### src/rtl/alu_step_sequencer_pkg.sv
// alu_step_sequencer_pkg: shared FSM states, IR field positions and multi-word opcodes
package alu_step_sequencer_pkg;
  typedef enum logic [3:0] {
    S_IDLE, S_T0, S_T1, S_T1W, S_T2, S_T3, S_T4, S_T5, S_T6, S_DONE
  } state_t;
  localparam int OPC_LSB = 27;
  localparam int RA_LSB = 23;
  localparam int RB_LSB = 19;
  localparam int RC_LSB = 15;
  localparam logic [4:0] OP_MUL = 5'b01111;
  localparam logic [4:0] OP_DIV = 5'b10000;
endpackage

### src/rtl/alu_step_regdec.sv
// alu_step_regdec: 4-bit register index to one-hot select with out-of-range flag
module alu_step_regdec #(
  parameter int NUM_REGS = 16
) (
  input  logic [3:0]          idx,
  input  logic                en,
  output logic [NUM_REGS-1:0] sel,
  output logic                oor
);
  assign oor = {1'b0, idx} >= 5'(NUM_REGS);
  for (genvar i = 0; i < NUM_REGS; i++) begin : g_sel
    assign sel[i] = en && idx == 4'(i);
  end
endmodule

### src/rtl/alu_step_sequencer.sv
// alu_step_sequencer: Moore control-step sequencer for one register-register ALU instruction
module alu_step_sequencer
  import alu_step_sequencer_pkg::*;
#(
  parameter int NUM_REGS = 16,
  parameter int OPCODE_W = 5
) (
  input  logic                clock,
  input  logic                clear,
  input  logic                start,
  input  logic                mem_ready,
  input  logic [31:0]         ir,
  output logic                PCout,
  output logic                MARin,
  output logic                IncPC,
  output logic                Zin,
  output logic                Zlowout,
  output logic                Zhighout,
  output logic                PCin,
  output logic                Read,
  output logic                MDRin,
  output logic                MDRout,
  output logic                IRin,
  output logic                Yin,
  output logic                HIin,
  output logic                LOin,
  output logic [NUM_REGS-1:0] reg_out,
  output logic [NUM_REGS-1:0] reg_in,
  output logic [OPCODE_W-1:0] alu_op,
  output logic                busy,
  output logic                done,
  output logic                err
);
  state_t state, state_nx;
  logic err_q, ir_unused;
  logic [4:0] opc;
  logic [3:0] ra, rb, rc;
  logic [NUM_REGS-1:0] rb_sel, rc_sel;
  logic ra_oor, rb_oor, rc_oor, range_err, is_muldiv;
  assign opc = ir[OPC_LSB +: 5];
  assign ra = ir[RA_LSB +: 4];
  assign rb = ir[RB_LSB +: 4];
  assign rc = ir[RC_LSB +: 4];
  assign ir_unused = ^ir[RC_LSB-1:0];
  assign is_muldiv = opc == OP_MUL || opc == OP_DIV;
  assign range_err = ra_oor || rb_oor || rc_oor;
  alu_step_regdec #(.NUM_REGS(NUM_REGS)) u_ra (.idx(ra), .en(state == S_T5 && !is_muldiv), .sel(reg_in), .oor(ra_oor));
  alu_step_regdec #(.NUM_REGS(NUM_REGS)) u_rb (.idx(rb), .en(state == S_T3), .sel(rb_sel), .oor(rb_oor));
  alu_step_regdec #(.NUM_REGS(NUM_REGS)) u_rc (.idx(rc), .en(state == S_T4), .sel(rc_sel), .oor(rc_oor));
  always_ff @(posedge clock or negedge clear) begin
    if (!clear) begin
      state <= S_IDLE;
      err_q <= 1'b0;
    end else begin
      state <= state_nx;
      if (state == S_T3) err_q <= range_err;
    end
  end
  always_comb begin
    state_nx = state;
    case (state)
      S_IDLE:      state_nx = start ? S_T0 : S_IDLE;
      S_T0:        state_nx = S_T1;
      S_T1, S_T1W: state_nx = mem_ready ? S_T2 : S_T1W;
      S_T2:        state_nx = S_T3;
      S_T3:        state_nx = range_err ? S_DONE : S_T4;
      S_T4:        state_nx = S_T5;
      S_T5:        state_nx = is_muldiv ? S_T6 : S_DONE;
      S_T6:        state_nx = S_DONE;
      default:     state_nx = S_IDLE;
    endcase
  end
  // a bad index suppresses every T3 strobe so nothing reaches the bus
  assign reg_out = (range_err ? '0 : rb_sel) | rc_sel;
  assign Yin = state == S_T3 && !range_err;
  assign PCout = state == S_T0;
  assign MARin = state == S_T0;
  assign IncPC = state == S_T0;
  assign Zin = state == S_T0 || state == S_T4;
  assign Zlowout = state == S_T1 || state == S_T5;
  assign PCin = state == S_T1;
  assign Read = state == S_T1 || state == S_T1W;
  assign MDRin = state == S_T1 || state == S_T1W;
  assign MDRout = state == S_T2;
  assign IRin = state == S_T2;
  assign LOin = state == S_T5 && is_muldiv;
  assign Zhighout = state == S_T6;
  assign HIin = state == S_T6;
  assign alu_op = state == S_T4 ? OPCODE_W'(opc) : '0;
  assign busy = state != S_IDLE;
  assign done = state == S_DONE;
  assign err = state == S_DONE && err_q;
endmodule

### config.mk
export PLATFORM = sky130hd
export DESIGN_NAME = alu_step_sequencer
export DESIGN_NICKNAME = d
export VERILOG_FILES = /design/src/rtl/alu_step_sequencer_pkg.sv /design/src/rtl/alu_step_regdec.sv /design/src/rtl/alu_step_sequencer.sv
export SDC_FILE = /design/constraint.sdc
export NUM_CORES = 1
export LEC_CHECK = 0
export CAP_MARGIN = 5
export CORE_UTILIZATION = 32
export CTS_BUF_LIST = sky130_fd_sc_hd__clkbuf_16
export DETAILED_ROUTE_END_ITERATION = 8
export GPL_TIMING_DRIVEN = 0
export PLACE_DENSITY = 0.92
export SLEW_MARGIN = 0
export SYNTH_ARGS = -nofsm -noshare
export SYNTH_HDL_FRONTEND = slang
export SYNTH_HIERARCHICAL = 1
export SYNTH_SLANG_ARGS = --single-unit
### constraint.sdc
create_clock -name clock -period 2.1 [get_ports clock]
set_input_delay 0.21 -clock clock [delete_from_list [all_inputs] [get_ports clock]]
set_output_delay 0.21 -clock clock [all_outputs]
set_load 0.005 [all_outputs]
congestion_map.png
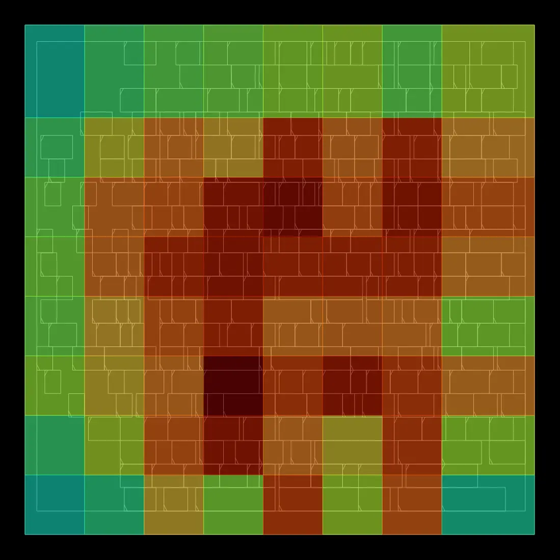
GRT Total Usage: 26.8%
most used routing layer: met2
Finished Core Util: 79.3%

pinout.png
Scale: 4 px per um. Pins as bars across the die edge, other pins in grey.
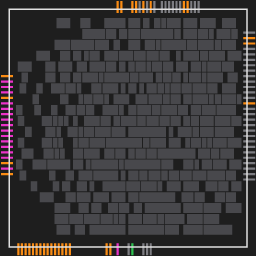
Key: green = Yin [pins 1, direction output, edge bottom]; magenta = reg_out [pins 16, direction output, edge 15 left, 1 bottom]; orange = ir [pins 32, direction input, edge 17 bottom, 8 top, 4 left, 3 right]
Die Span X: 59.0 um
Port-buffer cells: 74
die height: 59.0 um

m2.png
Scale: 4 px per um.
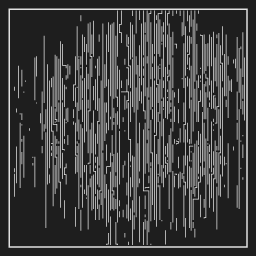
285 nets have wire on it. The wires run mostly vertical. The longest straight run is 32.3 um. The layer carries 3170 um of wire. The layer holds 49% of the routed length.
WL final: 6430 um
Vias: 1861
met2 GRT Util: 46.6%

==> flow_metrics.env <==
# yosys + openroad results
export IMPL_status="finished with violations"
export IMPL_failed_checks="setup timing"
export IMPL_clk_pin_slew_ns=0.03
export IMPL_cts_hold_fix_buffers=0
export IMPL_dr_first_iter_drc_count=229
export IMPL_powerClk_uw=314
export IMPL_synth_nets=193
export IMPL_synthFlopType="dfrtp_1"
export IMPL_core_um2=3080
export IMPL_r2r_end="state[0]"
export IMPL_maxCapViolations=0
export IMPL_seq_power_uw=205
export IMPL_nMultiInputCombCells=137
export IMPL_final_common_cell="buf_4"
export IMPL_setup_viol=25
export IMPL_layout_setup_ws_ns=-0.180
export IMPL_seq_power_share_pct=9.3
export IMPL_placed_cell_area_um2=1840
export IMPL_cpPeakStageDelay_ns=0.42
export IMPL_top_area_cell="nor2_1"
export IMPL_largest_reg_flops=4
export IMPL_avgSynthCellArea_um2=6.63
export IMPL_crit_end="reg_in[8]"
export IMPL_total_leakage_power_nw=1.28
export IMPL_async_flop_share_pct=100
export IMPL_critPathRequiredTime_ns=1.89
export IMPL_reg2reg_slack_ns=0.64
export IMPL_top_layer_used="met4"
export IMPL_final_setup_tns_ns=-1.89
export IMPL_dr_pass1_iters=5
export IMPL_dp_hpwl_um=2690
export IMPL_ys_warnings_count=6
export IMPL_area_dominant_class="buffers"
export IMPL_seq_share_pct=5.23
export IMPL_n_antenna_cell=0
export IMPL_ir_drop_mv=0.610
export IMPL_reg2reg_depth=5
export IMPL_cellPowerDensity_nw_per_um2=901
export IMPL_grt_pass1_wl_um=7020
export IMPL_startpoint_type="register"
export IMPL_p_int_mw=1.32
export IMPL_dr_wl_met2_um=3170
export IMPL_fp_util_pct=33.8
export IMPL_grt_pass1_vias=1490
export IMPL_wl_met3_um=511
export IMPL_path_buffers=3
export IMPL_hold_viol_final=0
export IMPL_grt_max_degree=11
export IMPL_max_clock_freq_ghz=0.439
